==> src/rtl/dice_roller.sv <==
// Yacht dice roller: five LFSR-driven dice with hold mask, tick-paced tumble
// animation and a per-turn roll limit.
module dice_roller #(
    parameter int unsigned TICK_DIV   = 2_500_000,
    parameter int unsigned ANIM_STEPS = 10,
    parameter int unsigned MAX_ROLLS  = 3,
    parameter logic [15:0] LFSR_SEED  = 16'hACE1
) (
    input  logic       clk,
    input  logic       reset,
    input  logic       roll_req,
    input  logic       new_turn,
    input  logic [4:0] hold,
    output logic [2:0] d1,
    output logic [2:0] d2,
    output logic [2:0] d3,
    output logic [2:0] d4,
    output logic [2:0] d5,
    output logic       rolling,
    output logic       roll_done,
    output logic       roll_reject,
    output logic [1:0] rolls_used
);

    localparam int unsigned PW = (TICK_DIV > 1) ? $clog2(TICK_DIV) : 1;
    localparam int unsigned SW = $clog2(ANIM_STEPS + 1);
    localparam logic [PW-1:0] PRE_LAST  = PW'(TICK_DIV - 1);
    localparam logic [SW-1:0] STEP_LAST = SW'(ANIM_STEPS - 1);
    localparam logic [1:0]    ROLLS_MAX = 2'(MAX_ROLLS);

    typedef enum logic [1:0] {IDLE, ANIM, DONE} state_t;

    state_t        state;
    logic [15:0]   lfsr;
    logic          fb;
    logic [PW-1:0] prescale;
    logic [SW-1:0] step;
    logic [2:0]    dice [5];
    logic [2:0]    cand [5];

    assign fb = lfsr[15] ^ lfsr[13] ^ lfsr[12] ^ lfsr[10];

    // Out-of-range fields (0 or 7) are folded onto 1..4 using the top LFSR bit.
    always_comb begin
        for (int unsigned k = 0; k < 5; k++) begin
            cand[k] = lfsr[3*k +: 3];
            if (cand[k] == 3'd0 || cand[k] == 3'd7)
                cand[k] = {1'b0, lfsr[15], lfsr[3*k]} + 3'd1;
        end
    end

    always_ff @(posedge clk or posedge reset) begin
        if (reset) begin
            state       <= IDLE;
            lfsr        <= LFSR_SEED;
            prescale    <= '0;
            step        <= '0;
            rolling     <= 1'b0;
            roll_done   <= 1'b0;
            roll_reject <= 1'b0;
            rolls_used  <= '0;
            for (int unsigned k = 0; k < 5; k++) dice[k] <= 3'd1;
        end else begin
            lfsr        <= {lfsr[14:0], fb};
            roll_done   <= 1'b0;
            roll_reject <= 1'b0;
            case (state)
                IDLE: begin
                    if (new_turn) begin
                        rolls_used <= '0;
                    end else if (roll_req) begin
                        if (rolls_used >= ROLLS_MAX || hold == '1) begin
                            roll_reject <= 1'b1;
                        end else begin
                            state    <= ANIM;
                            rolling  <= 1'b1;
                            prescale <= '0;
                            step     <= '0;
                        end
                    end
                end
                ANIM: begin
                    if (new_turn) begin
                        state      <= IDLE;
                        rolling    <= 1'b0;
                        rolls_used <= '0;
                    end else if (prescale == PRE_LAST) begin
                        prescale <= '0;
                        step     <= step + SW'(1);
                        for (int unsigned k = 0; k < 5; k++)
                            if (!hold[k]) dice[k] <= cand[k];
                        if (step == STEP_LAST) begin
                            state     <= DONE;
                            rolling   <= 1'b0;
                            roll_done <= 1'b1;
                        end
                    end else begin
                        prescale <= prescale + PW'(1);
                    end
                end
                DONE: begin
                    if (rolls_used < ROLLS_MAX) rolls_used <= rolls_used + 2'd1;
                    state <= IDLE;
                end
                default: state <= IDLE;
            endcase
        end
    end

    assign d1 = dice[0];
    assign d2 = dice[1];
    assign d3 = dice[2];
    assign d4 = dice[3];
    assign d5 = dice[4];

endmodule

==> config.mk <==
export PLATFORM = sky130hd
export DESIGN_NAME = dice_roller
export DESIGN_NICKNAME = d
export VERILOG_FILES = /design/src/rtl/dice_roller.sv
export SDC_FILE = /design/constraint.sdc
export NUM_CORES = 1
export LEC_CHECK = 0
export CORE_UTILIZATION = 35
export DETAILED_ROUTE_END_ITERATION = 8
export PLACE_DENSITY_LB_ADDON = 0.08
export SYNTH_ARGS = -nofsm -noshare
export SYNTH_HDL_FRONTEND = slang
export SYNTH_SLANG_ARGS = --single-unit
==> constraint.sdc <==
create_clock -name clk -period 4.2 [get_ports clk]
set_clock_uncertainty 0.2 [all_clocks]
set_input_delay 0.63 -clock clk [delete_from_list [all_inputs] [get_ports clk]]
set_output_delay 0.63 -clock clk [all_outputs]
set_load 0.05 [all_outputs]
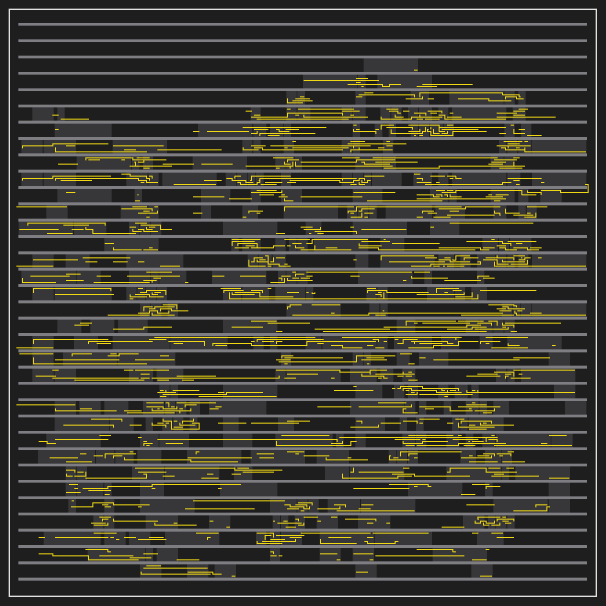
Fig. 1. M1 wires (run 1).
(6 px per um) Supply wires on this layer in grey.
The layer holds 49% of the routed length. The layer carries 3460 um of wire.
met1 Use GR: 21.7%
via count of the routed design: 2399

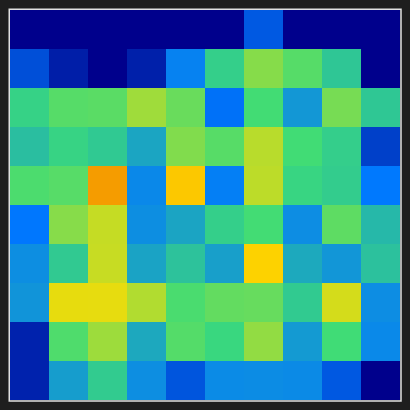
Fig. 2. Placement density heat map (run 1).
(4 px per um) 10 x 10 tiles, from dark blue (low) to red (high), 0 to 100% covered.
The mean over all tiles is 38%. 3.0% of the tiles are over 75% full. The fullest tile reaches 82%. 12% of the tiles are nearly empty.
core region area: 8760 sq um
share of the core filled with cells in the final layout: 43.3%

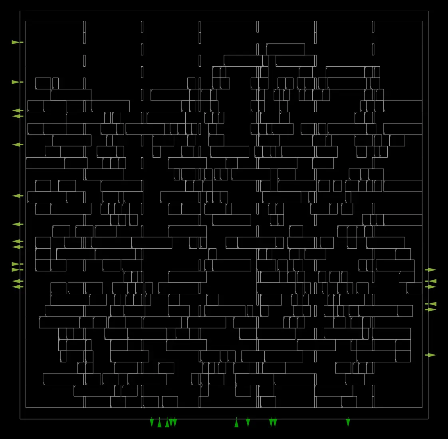
Fig. 3. Cell outlines without signal wires (run 1).
register fraction of the total cell area: 42.6%
filler-free cell count of the finished design: 460
number of inserted filler cells in the final layout: 841
standard-cell rows: 34

==> commit_impl_results.txt, run 1 <==
Refresh implementation metrics

* H-Tree Level Count: 3
* Data arrival time at the worst-slack endpoint: 2780 ps
- The final power report lists total power as 0.00122 W.
- Post-synthesis simple-gate area fraction: 16.3%
* Number of buffers and inverters on the critical path: 0
* Chip area line of the yosys report: 3200 sq um
* Final weighted congestion in routability-driven placement: 0.804
- For the worst reg-to-reg path, the startpoint reported by OpenROAD is prescale[19]$_DFFE_PP0P_.
* Fraction of power spent switching nets: 25.6%
- Share of total power in the clock network: 39.3%
* Cell Area, Synth: 3200 sq um
* Slew HR: 39.7%
- Clock Tree Buf Depth: 2
- Syn avg cell area: 10.3 sq um
- Counting tap cells, the placed design contains a total of 444 instances.
* Most used flip-flop cell after synthesis: dfrtp_1
- Among all stages on the critical path, the maximum delay recorded is 590 ps.
- The floorplan step set the die height to 97.6 um.
* Status: complete, no violations
- Top flop regs: prescale x22, lfsr x16, step x4
- Buffers on Ports: 28
- Post-CTS timing repair inserted 0 buffers for setup.
- The script computed a power per unit cell area of 320 nW/um^2.
- Combinational group power: 0.0000971 W
* Critical Setup Path Class: flop to flop
- Per the GRT congestion report, total overflow comes to 0.
- In this run the critical path is formed by or4_4 > nor4_4 > a21oi_2 > a21o_1 > a22o_1.
- Data on the critical path is required at its endpoint by 4220 ps.
- Non-clock buffers: 32
- Nets still carrying antenna violations after routing amount to 0.
* Met2 routed wirelength: 3140 um
- For the worst flop-to-flop path, the logic depth is 5.
* Top-area cell share: 39.9%
* Layout clock buffers: 13
- The layout stage reports a final design area of 3800 sq um.
* Overall chip area: 9520 sq um
Fig. 4: run 1, cell sizes after repair
(4 px per um)
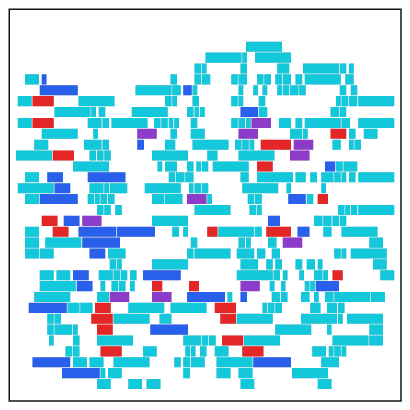

==> run 1 -> run 2 <==
==> constraint.sdc (replaced) <==
create_clock -name clk -period 2.8 [get_ports clk]
set_clock_uncertainty 0.2 [all_clocks]
set_input_delay 0.42 -clock clk [delete_from_list [all_inputs] [get_ports clk]]
set_output_delay 0.42 -clock clk [all_outputs]
set_load 0.05 [all_outputs]
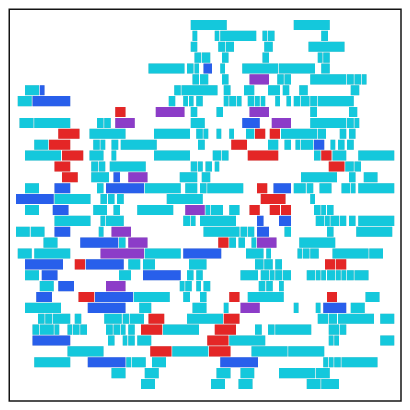
Fig. 5. Cell sizes after repair (run 2).
(4 px per um)
x3 and x4: drawn in red, cells 31. x2: drawn in blue, cells 29. x1 and smaller: drawn in cyan, cells 288. x6 and larger: drawn in purple, cells 13.
synth-to-layout area growth: 22.1%
Non-clock buffers: 41

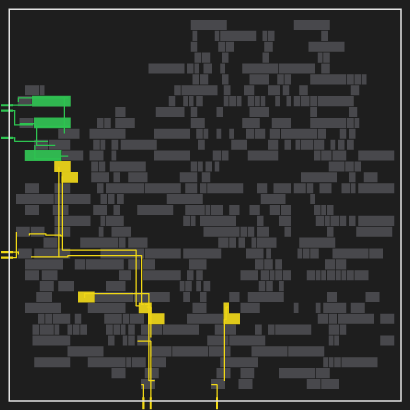
Fig. 6. Wires at chosen ports, followed through buffers (run 2).
(4 px per um)
d1: drawn in green, direction output, edge west, end cells 3, buffers 3, wire 80.1 um. hold: drawn in yellow, direction input, edge 3 south, 2 west, end cells 7, buffers 5, wire 229 um.
Buffers on Ports: 28
I/O pin count: 29

==> commit_impl_results.txt, run 2 <==
Refresh implementation metrics

- In this run switching power makes up 24.7% of total power.
- Recorded from the global router log, the overflow total was 0.
- Among all flip-flop cells after synthesis, the most frequent one is dfrtp_1.
- Critical Setup Path Class: flop to flop
* Combinational group power: 0.000155 W
- Layout clock buffers: 11
- The floorplan step set the die height to 97.6 um.
- Worst-path cell chain: or4_4 > nor4_4 > nand3_4 > nor2_4 > mux2_2
* Met2 routed wirelength: 3210 um
- Required time reported for the critical path endpoint: 2810 ps
- Launch point of the worst reg-to-reg path: prescale[19]$_DFFE_PP0P_
- Status: complete, no violations
- Final weighted congestion in routability-driven placement: 0.789
- After routing the design area is 3910 sq um.
- Via count of the routed design: 2418
- Clock Tree Buf Depth: 2
* Cell Area, Synth: 3200 sq um
- Per the layout report, the design carries 846 filler cells.
- Core region area: 8760 sq um
* Standard-cell rows: 34
- The arrival time of data at the worst endpoint is listed as 2420 ps.
- Chip area line of the yosys report: 3200 sq um
* Met1 Use GR: 20.7%
- Syn avg cell area: 10.3 sq um
- ANT nets after route: 0
* H-Tree Level Count: 3
- Depth of the worst register-to-register path: 5
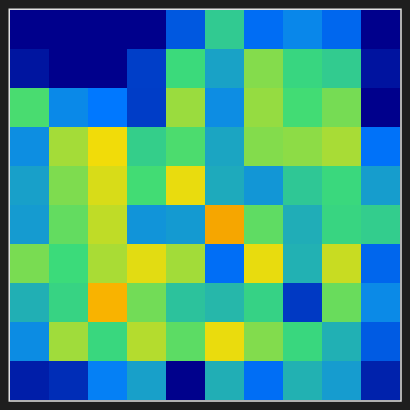
Fig. 7. Placement density heat map (run 2).
(4 px per um) 10 x 10 tiles, from dark blue (low) to red (high), 0 to 100% covered.
The fullest tile reaches 81%. 9.0% of the tiles are nearly empty. The mean over all tiles is 40%.
share of the core filled with cells in the final layout: 44.6%
Pre-Place Util: 36.5%

==> run 2 -> run 3 <==
--- a/config.mk
+++ b/config.mk
@@ -5,6 +5,7 @@
 export SDC_FILE = /design/constraint.sdc
 export NUM_CORES = 1
 export LEC_CHECK = 0
+export CAP_MARGIN = 15
 export CORE_UTILIZATION = 35
 export DETAILED_ROUTE_END_ITERATION = 8
 export PLACE_DENSITY_LB_ADDON = 0.08
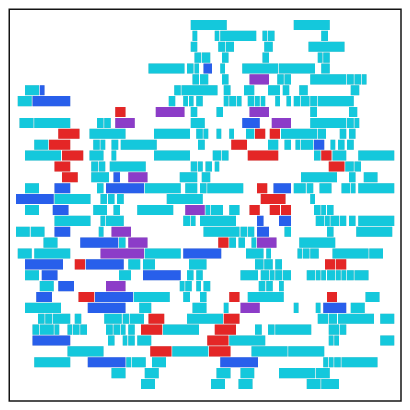
Fig. 8. Cell sizes after repair (run 3).
(4 px per um)
x2: drawn in blue, cells 29. x3 and x4: drawn in red, cells 31. x1 and smaller: drawn in cyan, cells 288. x6 and larger: drawn in purple, cells 13.
final worst setup slack: 392 ps
post-route cell area: 3910 sq um

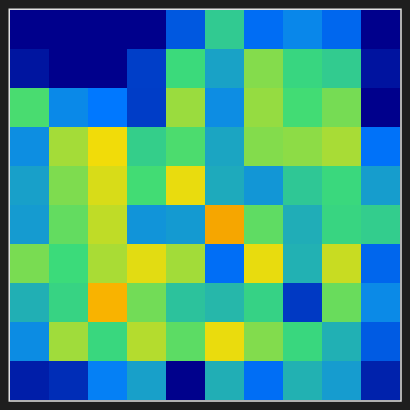
Fig. 9. Placement density heat map (run 3).
(4 px per um) 10 x 10 tiles, from dark blue (low) to red (high), 0 to 100% covered.
2.0% of the tiles are over 75% full. 9.0% of the tiles are nearly empty. The mean over all tiles is 40%. The emptiest ninth of the die: north-west. The fullest tile reaches 81%.

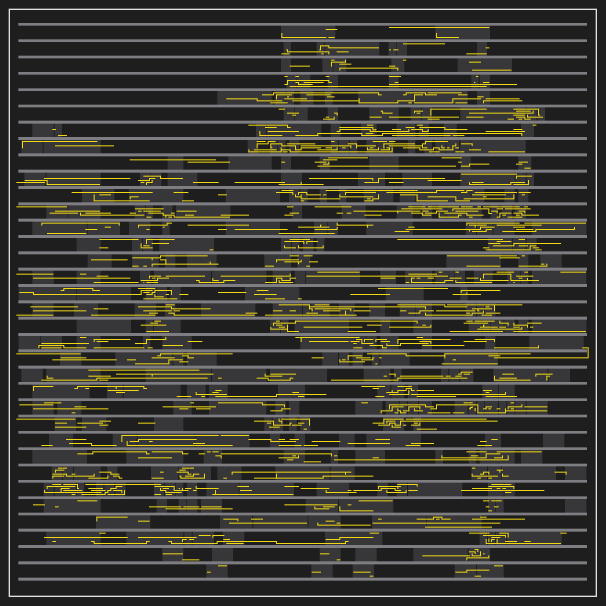
Fig. 10. M1 wires (run 3).
(6 px per um) Supply wires on this layer in grey.
The layer carries 3420 um of wire. The wires run mostly horizontal. The layer holds 49% of the routed length.
via count of the routed design: 2418
met1 Use GR: 20.7%
Total Wirelength: 6910 um

==> commit_impl_results.txt, run 3 <==
Refresh implementation metrics

- Launch point of the worst reg-to-reg path: prescale[19]$_DFFE_PP0P_
- Per the GRT congestion report, total overflow comes to 0.
* Data arrival time at the worst-slack endpoint: 2420 ps
* Filler-free cell count of the finished design: 469
- Status: complete, no violations
- Logic depth along the worst register-to-register path is recorded as 5.
* Chip height: 97.6 um
* Overall chip area: 9520 sq um
* H-Tree Level Count: 3
- Fraction of power spent switching nets: 24.7%
- Most used flip-flop cell after synthesis: dfrtp_1
* Syn avg cell area: 10.3 sq um
* Required time reported for the critical path endpoint: 2810 ps
- The floorplan step defined a core boundary enclosing 8760 sq um.
* Post-synthesis simple-gate area fraction: 16.3%
* Number of inserted filler cells in the final layout: 846
- Final weighted congestion in routability-driven placement: 0.789
* Clock Tree Buf Depth: 2
* Pre-Place Util: 36.5%
* Combinational group power: 0.000155 W
* Top flop regs: prescale x22, lfsr x16, step x4
- In this run the tool buffered the top-level ports with 28 buffer cells.
- Standard-cell rows: 34
* Chip area line of the yosys report: 3200 sq um
- Post-CTS timing repair inserted 0 buffers for setup.
- In the setup report, the worst path falls into the class flop to flop.
- Layout clock buffers: 11
- Non-clock buffers: 41
Power figures rest on the tool's default switching activity, not on a simulated workload.
